`config.mk`:
```
export PLATFORM = sky130hd
export DESIGN_NAME = fetch_unit_flat
export DESIGN_NICKNAME = d
export VERILOG_FILES = /design/src/rtl/fetch_unit_if.sv /design/src/rtl/fetch_unit.sv /design/src/flat_wrapper.sv
export SDC_FILE = /design/constraint.sdc
export NUM_CORES = 1
export LEC_CHECK = 0
export CAP_MARGIN = 15
export CELL_PAD_IN_SITES_DETAIL_PLACEMENT = 1
export CELL_PAD_IN_SITES_GLOBAL_PLACEMENT = 1
export CORE_MARGIN = 2
export CORE_UTILIZATION = 49
export DETAILED_ROUTE_END_ITERATION = 7
export GPL_TIMING_DRIVEN = 1
export HOLD_SLACK_MARGIN = 0.12
export MAX_ROUTING_LAYER = met4
export PLACE_DENSITY_LB_ADDON = 0.3
export SLEW_MARGIN = 20
export SYNTH_ARGS = -nofsm -noshare
export SYNTH_HDL_FRONTEND = slang
export SYNTH_SLANG_ARGS = --single-unit
```
`constraint.sdc`:
```
create_clock -name clk_in -period 9.4 [get_ports clk_in]
set_input_delay 2.35 -clock clk_in [delete_from_list [all_inputs] [get_ports clk_in]]
set_output_delay 2.35 -clock clk_in [all_outputs]
set_load 0.01 [all_outputs]
```
`src/rtl/fetch_unit_if.sv`:
```
// Bus bundle between the fetch unit, instruction memory and decode.
// The master modport is the fetch unit's view; slave is the environment's view.
interface fetch_unit_if;
  logic        imem_req_valid_out;
  logic        imem_req_ready_in;
  logic [31:0] imem_req_addr_out;
  logic        imem_resp_valid_in;
  logic [31:0] imem_resp_data_in;
  logic        redirect_valid_in;
  logic [31:0] redirect_pc_in;
  logic [31:0] instruction_out;
  logic [31:0] pc_out;
  logic        valid_out;
  logic        ready_in;

  modport master (
    output imem_req_valid_out, imem_req_addr_out, instruction_out, pc_out, valid_out,
    input  imem_req_ready_in, imem_resp_valid_in, imem_resp_data_in, redirect_valid_in,
           redirect_pc_in, ready_in
  );

  modport slave (
    input  imem_req_valid_out, imem_req_addr_out, instruction_out, pc_out, valid_out,
    output imem_req_ready_in, imem_resp_valid_in, imem_resp_data_in, redirect_valid_in,
           redirect_pc_in, ready_in
  );
endinterface

```
`src/rtl/fetch_unit.sv`:
```
// Instruction fetch front end: pc-tagged response FIFO, redirect flush with stale-response drop.
// Define FETCH_STATS_EN to add pop/redirect counter outputs.
module fetch_unit #(
  parameter logic [31:0] RESET_PC = 32'h0000_0000,
  parameter int unsigned DEPTH    = 4
) (
  input  logic         clk_in,
  input  logic         rst_in,
`ifdef FETCH_STATS_EN
  output logic [31:0]  fetched_count_out,
  output logic [15:0]  redirect_count_out,
`endif
  fetch_unit_if.master bus
);
  localparam int unsigned AW = $clog2(DEPTH);
  localparam int unsigned CW = AW + 1;

  logic [31:0]   fetch_pc_q, fetch_pc_d;
  logic [CW-1:0] occ_q, occ_d, out_q, out_d, drop_q, drop_d;
  logic [AW-1:0] wr_q, wr_d, rd_q, rd_d, pw_q, pw_d, pr_q, pr_d;

  logic [31:0] data_mem [DEPTH];
  logic [31:0] pc_mem   [DEPTH];
  logic [31:0] pcq_mem  [DEPTH];

  logic redirect, req_valid, fire, resp_take, push, pop, head_valid;

  assign redirect   = bus.redirect_valid_in;
  assign head_valid = (occ_q != '0);
  // occupancy + outstanding never exceeds DEPTH, so FIFO overflow is impossible
  assign req_valid  = !rst_in && !redirect && ((32'(occ_q) + 32'(out_q)) < DEPTH);
  assign fire       = req_valid && bus.imem_req_ready_in;
  assign resp_take  = bus.imem_resp_valid_in && (out_q != '0);
  assign push       = resp_take && !redirect && (drop_q == '0);
  assign pop        = head_valid && bus.ready_in && !redirect;

  assign bus.imem_req_valid_out = req_valid;
  assign bus.imem_req_addr_out  = fetch_pc_q;
  assign bus.valid_out          = head_valid;
  assign bus.instruction_out    = head_valid ? data_mem[rd_q] : '0;
  assign bus.pc_out             = head_valid ? pc_mem[rd_q] : '0;

  always_comb begin
    fetch_pc_d = fetch_pc_q;
    out_d      = out_q + CW'(fire) - CW'(resp_take);
    drop_d     = drop_q;
    occ_d      = occ_q + CW'(push) - CW'(pop);
    wr_d       = wr_q + AW'(push);
    rd_d       = rd_q + AW'(pop);
    pw_d       = pw_q + AW'(fire);
    pr_d       = pr_q + AW'(resp_take);

    if (redirect) begin
      fetch_pc_d = {bus.redirect_pc_in[31:2], 2'b00};
      // Everything still in flight after this cycle predates the redirect.
      drop_d     = out_q - CW'(resp_take);
      occ_d      = '0;
      wr_d       = '0;
      rd_d       = '0;
    end else begin
      if (fire) begin
        fetch_pc_d = fetch_pc_q + 32'd4;
      end
      if (resp_take && (drop_q != '0)) begin
        drop_d = drop_q - CW'(1);
      end
    end
  end

  always_ff @(posedge clk_in) begin
    if (rst_in) begin
      fetch_pc_q <= RESET_PC;
      occ_q      <= '0;
      out_q      <= '0;
      drop_q     <= '0;
      wr_q       <= '0;
      rd_q       <= '0;
      pw_q       <= '0;
      pr_q       <= '0;
    end else begin
      fetch_pc_q <= fetch_pc_d;
      occ_q      <= occ_d;
      out_q      <= out_d;
      drop_q     <= drop_d;
      wr_q       <= wr_d;
      rd_q       <= rd_d;
      pw_q       <= pw_d;
      pr_q       <= pr_d;
    end
  end

  // Storage arrays need no reset; pointers and counts qualify every read.
  always_ff @(posedge clk_in) begin
    if (fire) begin
      pcq_mem[pw_q] <= fetch_pc_q;
    end
    if (push) begin
      data_mem[wr_q] <= bus.imem_resp_data_in;
      pc_mem[wr_q]   <= pcq_mem[pr_q];
    end
  end

`ifdef FETCH_STATS_EN
  logic [31:0] fetched_q;
  logic [15:0] redirect_q;

  always_ff @(posedge clk_in) begin
    if (rst_in) begin
      fetched_q  <= '0;
      redirect_q <= '0;
    end else begin
      if (pop) begin
        fetched_q <= fetched_q + 32'd1;
      end
      if (redirect) begin
        redirect_q <= redirect_q + 16'd1;
      end
    end
  end

  assign fetched_count_out  = fetched_q;
  assign redirect_count_out = redirect_q;
`endif
endmodule

```
`src/flat_wrapper.sv`:
```
// flat-port wrapper written by rule: the top's interface ports become plain ports
module fetch_unit_flat 
#(
  parameter logic [31:0] RESET_PC = 32'h0000_0000,
  parameter int unsigned DEPTH    = 4
)
  (clk_in, rst_in, bus_imem_req_valid_out, bus_imem_req_addr_out, bus_instruction_out, bus_pc_out, bus_valid_out, bus_imem_req_ready_in, bus_imem_resp_valid_in, bus_imem_resp_data_in, bus_redirect_valid_in, bus_redirect_pc_in, bus_ready_in);
  fetch_unit_if bus_i ();
  input  logic clk_in;
  input  logic rst_in;
  output wire logic [$bits(bus_i.imem_req_valid_out)-1:0] bus_imem_req_valid_out;
  output wire logic [$bits(bus_i.imem_req_addr_out)-1:0] bus_imem_req_addr_out;
  output wire logic [$bits(bus_i.instruction_out)-1:0] bus_instruction_out;
  output wire logic [$bits(bus_i.pc_out)-1:0] bus_pc_out;
  output wire logic [$bits(bus_i.valid_out)-1:0] bus_valid_out;
  input wire logic [$bits(bus_i.imem_req_ready_in)-1:0] bus_imem_req_ready_in;
  input wire logic [$bits(bus_i.imem_resp_valid_in)-1:0] bus_imem_resp_valid_in;
  input wire logic [$bits(bus_i.imem_resp_data_in)-1:0] bus_imem_resp_data_in;
  input wire logic [$bits(bus_i.redirect_valid_in)-1:0] bus_redirect_valid_in;
  input wire logic [$bits(bus_i.redirect_pc_in)-1:0] bus_redirect_pc_in;
  input wire logic [$bits(bus_i.ready_in)-1:0] bus_ready_in;
  assign bus_imem_req_valid_out = bus_i.imem_req_valid_out;
  assign bus_imem_req_addr_out = bus_i.imem_req_addr_out;
  assign bus_instruction_out = bus_i.instruction_out;
  assign bus_pc_out = bus_i.pc_out;
  assign bus_valid_out = bus_i.valid_out;
  assign bus_i.imem_req_ready_in = bus_imem_req_ready_in;
  assign bus_i.imem_resp_valid_in = bus_imem_resp_valid_in;
  assign bus_i.imem_resp_data_in = bus_imem_resp_data_in;
  assign bus_i.redirect_valid_in = bus_redirect_valid_in;
  assign bus_i.redirect_pc_in = bus_redirect_pc_in;
  assign bus_i.ready_in = bus_ready_in;
  fetch_unit #(.RESET_PC(RESET_PC), .DEPTH(DEPTH)) u_core (.clk_in(clk_in), .rst_in(rst_in), .bus(bus_i));
endmodule
```
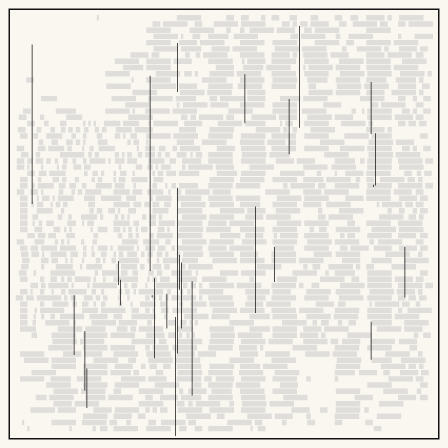
**Above:** run 1 (M4 wires).
wire length on this layer	766 um
main direction	vertical
longest straight run	85.0 um
nets with wire on the layer	18
share of all routed wire	2.1%

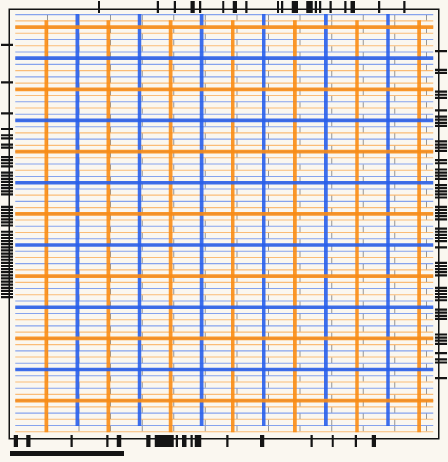
**Above:** run 1 (supply network).
Scale bar: 50 um. Pins as bars on the die edge. Tap cells in grey.
net	colour
VDD	blue
VSS	orange
met4 straps	13
tap cells	448
met5 straps	13
met1 rails	68

==> results.txt, run 1 <==
Implementation progress

The flow ran to the end, and the final reports show no timing, DRC or antenna violations. The leakage power in the latest report is 6.28 nW. The buffer count excluding the clock tree in the final layout stands at 174. The worst setup slack for register-to-register paths stands at 5.98 ns. Buffers added to address setup during post-CTS repair amount to 0. The cell-mix breakdown from Yosys lists the adder-cell area share as 1.39%. The layout has roughly 52 clock buffers. Between the synthesized netlist and the finished layout, the area growth was recorded as 21.6%. The logic depth of the worst path, buffers included stands at 4.

CTS reports a maximum clock tree buffer depth of 3. The detailed router placed about 9000 vias in this run. The weighted congestion reported at the end of routability-driven placement stands at 0.799.

The floorplan die height stands at 187 um. The count of H-tree levels built during CTS stands at 2. The number of rows created at floorplan stands at between 60 and 70. The number of well taps stands at 448. Yosys reports a chip area of 0.0164 mm^2. The synthesis stats list as the most numerous cell edfxtp_1.

During I/O placement, the number of pins put on the boundary was 168. The total placed cells including tap cells stands at 1469. The stage logs contain a warning count of 30. The met2 routed wirelength stands at 18.3 mm. After synthesis, the share of flip-flops with an asynchronous set or reset is 0%. The share of total power in sequential cells stands at 49.9%.

The cell-mix breakdown from Yosys lists the simple-gate area share as between 6 and 7%. The sequential cells in the finished layout cover a total of 0.0120 mm^2. The total die area stands at 0.0350 mm^2. For the worst setup path, the data required time is 7.05 ns. The synthesized netlist occupies a cell area of 0.0164 mm^2. In this run, the synthesized area fraction spent on AND-OR/OR-AND gates is recorded as 3.01%. In this run, the number of DRC markers left after iteration 0 of detailed routing was 588. Global routing used between 20 and 30% of the available met1 tracks. The number of flip-flops in the largest register stands at around 130.

For this run, the leading register cell type out of synthesis is edfxtp_1. The switching share of power stands at 22.2%. The post-placement cell area stands at 0.0185 mm^2. The endpoint identified for the worst register-to-register timing path is u_core.pc_mem[0][22]$_DFFE_PP_. The count of buffers added on input and output ports is ~160.

Based on the critical path, the design can be clocked at up to 0.156 GHz. The floorplan core density stands at 49.3%. At the end of the flow, the number of nets in the layout was 1153.

Yosys reports that the leading cell type by area covers roughly two thirds of the netlist area. The fraction of cell area in sequential cells is reported as around three fifths. The region available for standard cell placement spans 0.0333 mm^2.

Of all nets on the critical path, the largest fanout is 46. For this design the ratio of total power to cell area is 221 mW/mm^2. A synthesized cell averages 18.4 um^2.

Looking at the clock tree report, the root buffer type is clkbuf_16. Per the final timing report, the hold violations number 0. The synthesis report lists the most area-consuming cells as edfxtp_1 67%, mux4_2 13%, dfxtp_1 5.7%, nor2b_1 2.5%, ha_1 1.1%. The TritonCTS sink count stands at 415. Per the detail_route log, the uppermost layer with routed signals is met4.

In this run, distinct cell masters in the synthesized netlist total ~57. By startpoint and endpoint, the worst setup path is classified as in2out. The switching component of the power stands at ~0.00098 W. The clock skew stands at 0.0177 ns. Counting stages on the worst path, the most repeated cell is clkdlybuf4s50_1. The post-layout minimum cycle time stands at 6.39 ns. After synthesis, flip-flops and latches occupy 73.1% of the total area. The count of final setup violators stands at 0.

The count of flip-flops with a built-in enable after synthesis stands at ~370. The horizontal extent of the die stands at around 190 um. STA classifies the critical path endpoint as an output port. Among all cell classes, the greatest summed area belongs to sequential cells.

The final critical path takes up 68.0% of the cycle. The tightest hold margin stands at 0.599 ns. The number of global-route vias before repair is 9626. Per STA, the endpoint of the critical path is bus_imem_req_valid_out.

Per STA, the startpoint of the critical path is rst_in. The post-CTS resize count stands at 0. The worst register-to-register path depth is 4. Checking max transition, the worst relative margin is 29.9%. Combinational cells account for 10.9% of the total power. Synthesis produced 891 cells.

Per the TritonCTS log, the buffer count is 43. The number of hold buffers added after CTS was 0. At the later pin of the worst-skew pair, clock insertion delay measures 0.53 ns. The largest registers in the layout are u_core.data_mem x128, u_core.pc_mem x120, u_core.pcq_mem x120. On the critical path, the stage with the largest delay is an instance of clkdlybuf4s50_1. The fraction of final cell area spent on clock buffers and inverters in this run is 7.19%. The first-pass GRT wire length stands at roughly 57 mm. The HPWL after detailed placement is 22.0 mm. Entering global routing, the biggest net connects 64 pins. The cell area after layout stands at 0.0199 mm^2.

Ranked by instance count, the synthesized netlist is headed by 368 x edfxtp_1, 92 x mux4_2, 65 x nor2b_1, 47 x dfxtp_1, 32 x nand2_1. Looking at the power breakdown, the clock network takes 39.2% of the total. More flip-flops sit in one register than any other, and that register is u_core.data_mem. The internal power stands at 0.00343 W. The signal arrival time at the worst endpoint stands at 4.04 ns.

The logic share of the area stands at 20.8%. The count of filler cells inserted in the layout stands at 2959. The number of cell instances after yosys synthesis stands at 891. TritonCTS built the clock tree.

By instance count after routing, the leading logic cell types are 368 x edfxtp_1, 161 x clkdlybuf4s50_1, 92 x mux4_2. The biggest area contributor in the post-synthesis netlist is edfxtp_1. In the final timing run, aggregate negative setup slack is 0 ns.

After synthesis the netlist holds a flip-flop and latch count of around 420. The multiplexer area fraction after synthesis stands at 12.8%. Per the post-route antenna check, the number of violating nets is 0. The number of antenna violations at the first check in global routing stands at 0. STA classifies the critical path startpoint as a primary input. The layout contains a multi-input combinational cell count of 411. Yosys shows that the main logic family after synthesis is multiplexers. The count of yosys warnings during synthesis stands at 0. The fraction of final cell area spent on non-clock buffers in this run is 8.57%. The max-slew violation count stands at 0. For this run, the number of standard cells in the final layout without fillers is roughly 1500. The number of detailed-route iterations in the first pass stands at 5. Setup repair after global routing left no endpoint under its margin.

The buffer-and-inverter tally for the worst setup path stands at 3. In the global route stage, met2 resource usage came out at 35.8%. For this run, the script counts the antenna cells in the layout as 0. Among logic cells in the layout, the one with the most instances is edfxtp_1. The most critical min-delay path falls under reg2reg. The aggregate global routing overflow stands at 0. The footprint of the multi-input gates stands at 0.00416 mm^2. The sequential cell count stands at a little over 400. Among cell families on the critical path, the largest total delay comes from buffers and inverters. Per the final layout report, the fraction of cells sized above drive strength 1 comes to 17.6%.

In the final layout, excluding clock inverters the inverter count is 21. The cell sequence reported for the critical path is clkdlybuf4s50_1 > buf_4 > nor4_1 > clkdlybuf4s50_1. After detailed routing, the number of vias per cell comes to 5.75.

The wire length on met1 stands at between 15 and 20 mm. The run reported a max-capacitance violation count of 0. The wire length on met3 stands at approximately 1.9 mm. The xor and xnor fraction of the mapped netlist area stands at 0.854%.

The total wire length after detailed routing stands at between 30 and 40 mm. The maximum single-stage delay on the critical path stands at 0.61 ns. The maximum vdd drop stands at 131 uV. Per the timing report, the most critical flop-to-flop path originates at u_core.out_q[1]$_SDFF_PP0_. Looking at the worst setup and hold paths, the clock pins of their registers show a slew of 0.05 ns.

The post-route DRC violation count stands at 0. Looking at the max-slew report, the worst-margin pin has a slew of 1.05 ns.
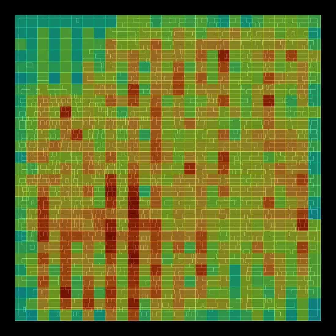
**Above:** run 1 (routing congestion map).
met3 routing resource usage after global routing: 3.62%
Wirelength per Cell: 23.9 um
fin util: 59.9%
overall fraction of global-route tracks in use: 22.2%
global route hottest layer: met2

## run 1: worst register-to-register path, stage by stage (launching register included)
cell and delay (ns):
dfxtp_1 0.45, o31a_1 0.31, nor3b_1 0.61, nor3b_2 0.84
buf_4 0.80
## run 1: power groups by stage
stage / Clock [W] / Sequential, W / Combinational [W]
2_1_floorplan: 0 / 0.00221 / 0.000318
5_1_grt: 0.00182 / 0.00221 / 0.000524
3_5_place_dp: 0 / 0.00224 / 0.000482
3_3_place_gp: 0 / 0.00223 / 0.000463
4_1_cts: 0.00175 / 0.00220 / 0.000488
6_report: 0.00172 / 0.00220 / 0.000480
## run 1: worst min-delay path by stage
stage | startpoint | end | cells past startpoint
final | u_core.drop_q[2]$_SDFFE_PP0P_ | u_core.drop_q[2]$_SDFFE_PP0P_ | 3
after global routing | u_core.bus.imem_req_addr_out[18]$_SDFFE_PP0P_ | u_core.pcq_mem[2][18]$_DFFE_PP_ | 0
after CTS | u_core.drop_q[2]$_SDFFE_PP0P_ | u_core.drop_q[2]$_SDFFE_PP0P_ | 3
after detailed placement | u_core.drop_q[2]$_SDFFE_PP0P_ | u_core.drop_q[2]$_SDFFE_PP0P_ | 3
after global placement | u_core.wr_q[1]$_SDFF_PP0_ | u_core.wr_q[1]$_SDFF_PP0_ | 2
after floorplan | u_core.pw_q[1]$_SDFF_PP0_ | u_core.pw_q[1]$_SDFF_PP0_ | 2
## run 1: metrics by stage
step	setup WS, ns	power (W)
after CTS	3.02	0.00444
after global routing	2.96	0.00456
after floorplan	1.24	0.00253
after detailed placement	3.05	0.00272
final	3.01	0.00440
after global placement	3.03	0.00269
**Run 1: routed metal, one colour a layer**

Only two layers are drawn.
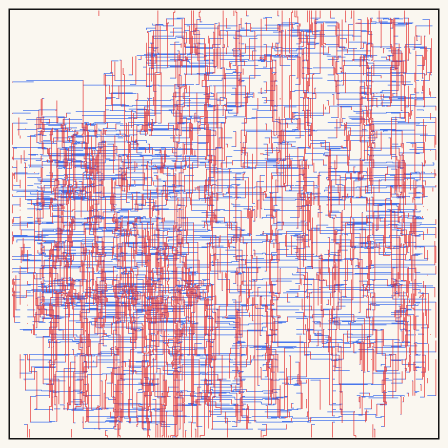

==> run 2: changes to the inputs <==
--- a/config.mk
+++ b/config.mk
@@ -9,7 +9,7 @@
 export CELL_PAD_IN_SITES_DETAIL_PLACEMENT = 1
 export CELL_PAD_IN_SITES_GLOBAL_PLACEMENT = 1
 export CORE_MARGIN = 2
-export CORE_UTILIZATION = 49
+export CORE_UTILIZATION = 44
 export DETAILED_ROUTE_END_ITERATION = 7
 export GPL_TIMING_DRIVEN = 1
 export HOLD_SLACK_MARGIN = 0.12
==> constraint.sdc (replaced) <==
create_clock -name clk_in -period 5.13 [get_ports clk_in]
set_input_delay 1.2825 -clock clk_in [delete_from_list [all_inputs] [get_ports clk_in]]
set_output_delay 1.2825 -clock clk_in [all_outputs]
set_load 0.01 [all_outputs]
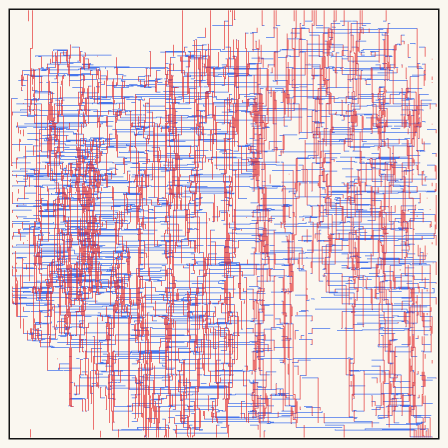
**Above:** run 2 (routed metal, one colour a layer).
Only two layers are drawn.
layer	colour	wire length
metal 2	red	17600 um
metal 1	blue	15700 um

==> results.txt, run 2 <==
Implementation progress

The fmax stands at around 0.25 GHz. The xor and xnor fraction of the mapped netlist area came to 0.854% (unchanged). The post-synthesis share of cell area spent on full adders, half adders and majority gates stands at 1.39% (unchanged). Setup repair after global routing left no endpoint under its margin. The synthesized design spends more area on one cell type than any other, namely edfxtp_1.

The weighted congestion reported at the end of routability-driven placement was 0.802 (+0.40%). The worst register-to-register path begins at u_core.out_q[1]$_SDFF_PP0_. Checking hold timing, the worst path is listed with class reg2reg. The aggregate global routing overflow came to 0 (unchanged).

The worst setup slack for register-to-register paths came to 2.29 ns (-3.69 ns). The signal arrival time at the worst endpoint is 2.80 ns (-1.24 ns). The minimum setup slack in the final design came to 1.05 ns (-1.96 ns).

The first-pass GRT wire length came to 55.3 mm (-3.6%). STA classifies the critical path endpoint as an output port. The number of DRC markers after the initial detailed-route iteration was 417 (-29%).

The average wire per cell in the routed design stands at 22.5 um (-5.8%). The number of register bits inferred by synthesis stands at 415 (unchanged). The sequential group power stands at 0.00403 W (+83%). Looking at the reg2reg group, the worst path ends at u_core.bus.imem_req_addr_out[18]$_SDFFE_PP0P_. The switching share of power was 22.0% (-0.18 points). The proportion of register bits with asynchronous set or reset after synthesis was 0% (unchanged).

The number of cell instances on the worst register-to-register path stands at 7 (+3). The CTS clock-pin slew for the worst setup and hold paths was 0.06 ns (about the same). The synthesis report names the predominant flop master as edfxtp_1.

The clock buffer count from CTS stands at 44 (+2.3%). The layout-stage area growth over the synthesis result stands at 22.9%. The average size of a mapped cell is 18.4 um^2 (unchanged). The aggregate negative setup slack is 0 ns (unchanged).

The total die area stands at 0.0388 mm^2 (+11%). The run finished with clean final reports. The number of rows created at floorplan stands at 70 (+4.5%). The number of port buffers was 161 (unchanged).

The main area contributors are edfxtp_1 67%, mux4_2 13%, dfxtp_1 5.7%, nor2b_1 2.5%, ha_1 1.1%. The number of antenna violations at the first check in global routing came to 0 (unchanged). The number of unique standard cell types used by synthesis came to 57 (unchanged). The count of inserted antenna diode cells came to 0 (unchanged). The max-slew violation count stands at 0 (unchanged). The multiplexer area fraction after synthesis is 12.8% (unchanged). In the hold report, the worst path ends at u_core.drop_q[2]$_SDFFE_PP0P_. The area reported by Yosys stat is 0.0164 mm^2 (unchanged).

The number of vias in the routed layout stands at 8683 (-2.3%). The count of final setup violators stands at 0 (unchanged). The synthesized cell area stands at 0.0164 mm^2 (unchanged). The sequential area share after synthesis stands at 73.1% (unchanged). The count of H-tree levels built during CTS stands at 2 (unchanged). Looking at the clock tree report, the root buffer type is clkbuf_16.

The combinational power stands at 0.000875 W (+82%). The area taken by flip-flops and latches stands at 0.0120 mm^2 (about the same). The floorplan core density stands at 44.7% (-4.6 points). The fraction of layout cells with a size suffix above 1 is 18.2% (+0.64 points). In the final layout, the registers with the most flip-flops are u_core.data_mem x128, u_core.pc_mem x120, u_core.pcq_mem x120. The internal power stands at 0.00625 W (+82%). The number of detailed-route iterations in the first pass is 4 (-1). The largest net degree at the start of global routing stands at 63 (-1.6%). The simple logic cell fraction of the synthesized area stands at 6.95% (unchanged).

The number of buffers inserted to repair setup after CTS stands at 0 (unchanged). The leakage power total was 6.36 nW (+1.2%). The complex-gate fraction of the synthesized area was 3.01% (unchanged). The worst slew margin relative to its limit came to 33.2% (+3.3 points). The via count normalized by instance count was 5.51 (-4.2%). The share of total power in sequential cells stands at 50.3% (+0.4 points).
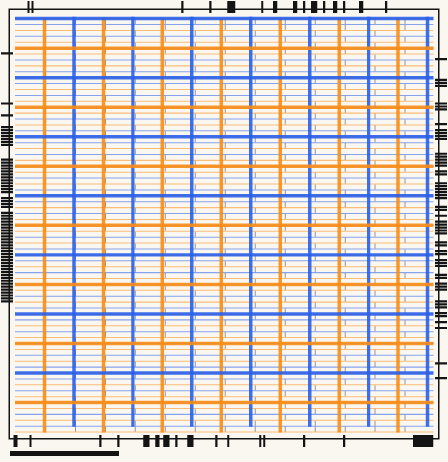
**Above:** run 2 (supply network).
Scale bar: 50 um. Pins as bars on the die edge. Tap cells in grey.
area of the core region: 0.0367 mm^2
Die X-Extent: 197 um
maximum resistive drop on vdd: 207 uV

## run 2: worst max-delay path by stage
stage / startpoint / cells past startpoint / endpoint
2_1_floorplan: bus_imem_resp_valid_in / 4 / u_core.data_mem[2][0]$_DFFE_PP_
3_3_place_gp: rst_in / 4 / bus_imem_req_valid_out
3_5_place_dp: rst_in / 8 / u_core.bus.imem_req_addr_out[18]$_SDFFE_PP0P_
4_1_cts: rst_in / 4 / bus_imem_req_valid_out
5_1_grt: rst_in / 4 / bus_imem_req_valid_out
6_report: rst_in / 4 / bus_imem_req_valid_out
## run 2: metrics by stage
| stage | cells | cell area [um^2] | utilization, % | power (W) |
|---|---|---|---|---|
| final | 1577 | 20200 | 55.0 | 0.00802 |
| after global routing | 1577 | 20200 | 55.0 | 0.00832 |
| after floorplan | 894 | 16400 | - | 0.00463 |
| after detailed placement | 1503 | 18800 | 51.1 | 0.00500 |
| after global placement | 1503 | 18800 | 51.1 | 0.00496 |
| after CTS | 1577 | 20200 | 55.0 | 0.00811 |
## run 2: area by class of cell
class                      instances  area share (%)
inverter                          21           0.416
multi-input combinational        411            20.6
timing repair buffer             188            9.56
sequential                       415            59.5
tap                              468            2.90
clock inverter                    18            1.06
clock buffer                      56            5.94
## run 2: cells by family after synthesis
logic type,Yosys count
other,1
buffers and inverters,68
XOR/XNOR,16
adder cells (fa/ha/maj),17
multiplexers,95
AND/OR/NAND/NOR,202
flip-flops,415
AND-OR/OR-AND,77
## run 2: per-layer routing
metal  up-vias  track usage, %  routed length (um)
met5         -               -                   0
met1      4484            25.7               15700
li1       3925               -                   -
met3        52            2.89                1540
met2       222            31.5               17600
met4         0            5.26                 678
## run 2: critical path, stage by stage
cell,delay [ns]
clkdlybuf4s50_1,0.40
buf_4,0.21
nor4_1,0.31
clkdlybuf4s50_1,0.59
**Run 2: M4 wires**

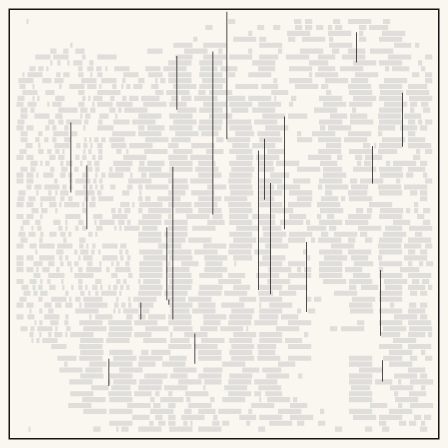

==> run 3: changes to the inputs <==
==> constraint.sdc (replaced) <==
create_clock -name clk_in -period 3.5 [get_ports clk_in]
set_input_delay 0.875 -clock clk_in [delete_from_list [all_inputs] [get_ports clk_in]]
set_output_delay 0.875 -clock clk_in [all_outputs]
set_load 0.01 [all_outputs]
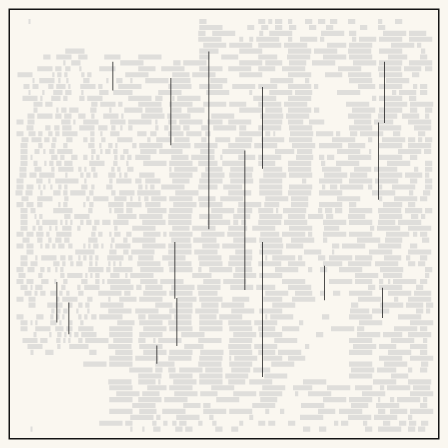
**Above:** run 3 (M4 wires).
share of all routed wire	1.3%
main direction	vertical
wire length on this layer	469 um
longest straight run	81.6 um

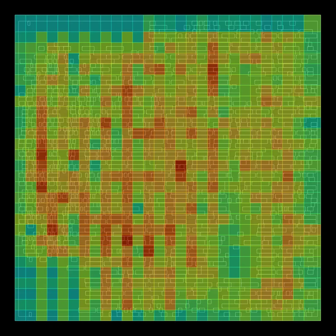
**Above:** run 3 (routing congestion map).
overall fraction of global-route tracks in use: 19.3%
met1 usage: 26.9%
GR Layer Usage met2: 30.8%

==> results.txt, run 3 <==
Implementation progress

Per the synthesis report, the dominant area consumer among library cells is edfxtp_1. The longest clock path from root to sink contains 3 buffers. The worst setup slack for register-to-register paths stands at 0.93 ns (-1.36 ns). The total placed cells including tap cells came to 1512 (+0.60%). The clock buffer count from CTS stands at 43 (-2.3%). The aggregate negative setup slack stands at 0 ns (unchanged). The max-slew violation count stands at 0 (unchanged). The total die area was 0.0388 mm^2 (unchanged). The final total power came to 0.0118 W (+47%). The worst slew margin relative to its limit came to 30.4% (-2.8 points). The proportion of register bits with asynchronous set or reset after synthesis was 0% (unchanged). Sorting the synthesis cell report by count puts at the top edfxtp_1.

Looking at the cell usage after synthesis, the top flip-flop cell is edfxtp_1. The synthesized cell area was 0.0164 mm^2 (unchanged). TritonCTS built the clock tree. The largest register by flop count is u_core.data_mem. The weighted congestion reported at the end of routability-driven placement came to 0.765 (-4.6%). The number of vias in the routed layout stands at 8718 (+0.40%). Looking at the critical path, the single cell with the biggest stage delay is mux4_2.

The area of the core region stands at 0.0367 mm^2 (unchanged). The number of buffers inserted to repair setup after CTS was 3 (+3). The number of unique standard cell types used by synthesis was 57 (unchanged). Once detail routing completed, the nets flagged for antenna violations numbered 0. The final design utilization stands at 55.5% (+0.55 points). The tree is rooted in a clkbuf_16.

The count of inserted antenna diode cells is 0 (unchanged). The average size of a mapped cell stands at 18.4 um^2 (unchanged). The main area contributors are edfxtp_1 67%, mux4_2 13%, dfxtp_1 5.7%, nor2b_1 2.5%, ha_1 1.1%. The final tally of hold violations stands at 0. The layout-stage area growth over the synthesis result stands at 24.2%. Setup repair after global routing left no endpoint under its margin. The aggregate global routing overflow is 0 (unchanged).

The average wire per cell in the routed design stands at 22.4 um (-0.32%). The tally of max-capacitance violations stands at 0. The CTS clock-pin slew for the worst setup and hold paths stands at 0.06 ns (about the same). The run finished with clean final reports. The floorplan core density stands at 44.7% (unchanged). The maximum vdd drop came to 300 uV (+45%).

The fraction of layout cells with a size suffix above 1 stands at 19.0% (+0.82 points). The critical path starts at u_core.rd_q[0]$_SDFF_PP0_. The sequential area share after synthesis stands at 73.1% (unchanged). The number of DRC markers after the initial detailed-route iteration came to 408 (-2.2%). STA classifies the critical path endpoint as an output port.

The number of port buffers stands at 161 (unchanged). The min-delay analysis places its worst path in the category reg2reg. The signal arrival time at the worst endpoint stands at 2.43 ns (-0.37 ns). The horizontal extent of the die stands at 197 um (unchanged). For reference, the critical path cell chain is buf_12 > mux4_2 > nor2b_1 > clkdlybuf4s50_1. At the later pin of the worst-skew pair, clock insertion delay measures between 0.5 and 0.6 ns. The stage logs contain a warning count of 31. The number of detailed-route iterations in the first pass stands at 4 (unchanged). The count of final setup violators stands at 0 (unchanged). The floorplan die height stands at 197 um. The leakage power total stands at 6.45 nW (+1.5%). The post-placement cell area was 0.0189 mm^2 (+0.95%).

The area reported by Yosys stat stands at 0.0164 mm^2 (unchanged). The cell area after layout came to 0.0204 mm^2 (+1.0%). The worst setup path is launched from a flip-flop. The filler-free cell count of the finished design came to 1592 (+0.95%). The maximum single-stage delay on the critical path is 0.53 ns (-0.06 ns). In the final layout, the registers with the most flip-flops are u_core.data_mem x128, u_core.pc_mem x120, u_core.pcq_mem x120.

The register with the most flip-flops in the layout has 128 of them. The largest net degree at the start of global routing stands at 63 (unchanged). Per the post-synthesis report, the number of cells in the design is 891. The first-pass GRT wire length stands at 55.4 mm (+0.21%).

The via count normalized by instance count stands at 5.48 (-0.54%). Per the timing report, the achievable frequency comes out to 0.303 GHz. STA lists the startpoint of the worst register-to-register path as u_core.out_q[1]$_SDFF_PP0_. The number of rows created at floorplan is 70 (unchanged). The minimum setup slack in the final design stands at 0.197 ns (-0.854 ns).

The library cell used most frequently in the layout, excluding fill and tap cells, is edfxtp_1. The number of register bits inferred by synthesis came to 415 (unchanged). The number of antenna violations at the first check in global routing is 0 (unchanged).

The count of H-tree levels built during CTS is 2 (unchanged).
==> run 3: layout make-up <==
type	instances	area, um^2	share of cell area, %
clock buffers	54	1180	5.79
flip-flops and latches	415	12000	58.9
inverters	21	83.8	0.412
multi-input cells	411	4170	20.5
clock inverters	23	231	1.14
well taps	468	586	2.88
repair buffers	200	2120	10.4
==> run 3: power breakdown <==
part	switching (W)	internal (W)
clock network	0.00179	0.00275
logic	0.000612	0.000693
registers	0.000204	0.00573
total	0.00261	0.00917
==> run 3: metal layers <==
metal | vias to the layer above | wire [um] | global-route usage [%]
met5 | - | 0 | -
met2 | 256 | 17500 | 30.8
met1 | 4484 | 16300 | 26.9
met4 | 0 | 469 | 3.90
met3 | 37 | 1510 | 2.58
li1 | 3941 | - | -
==> run 3: logic make-up after synthesis <==
family                   after synthesis  synth area share (%)
flip-flops                           415                  73.1
XOR/XNOR                              16                 0.854
other                                  1                0.0229
AND/OR/NAND/NOR                      202                  6.95
adder cells (fa/ha/maj)               17                  1.39
AND-OR/OR-AND                         77                  3.01
buffers and inverters                 68                  1.84
multiplexers                          95                  12.8
==> run 3: worst max-delay path: cells and delay by family (launching register included) <==
family / cells / cell delay (ns)
mux: 1 / 0.53
flops: 1 / 0.47
simple gates: 1 / 0.16
buf+inv: 2 / 0.72
==> run 3: path summary, 6_finish.rpt <==
| check | endpoint | cells after the start |
|---|---|---|
| min | u_core.rd_q[1]$_SDFF_PP0_ | 2 |
| min reg2reg | u_core.rd_q[1]$_SDFF_PP0_ | 2 |
| max reg2reg | u_core.bus.imem_req_addr_out[10]$_SDFFE_PP0P_ | 7 |
| max | bus_instruction_out[11] | 4 |
Power figures rest on the tool's default switching activity, not on a simulated workload.
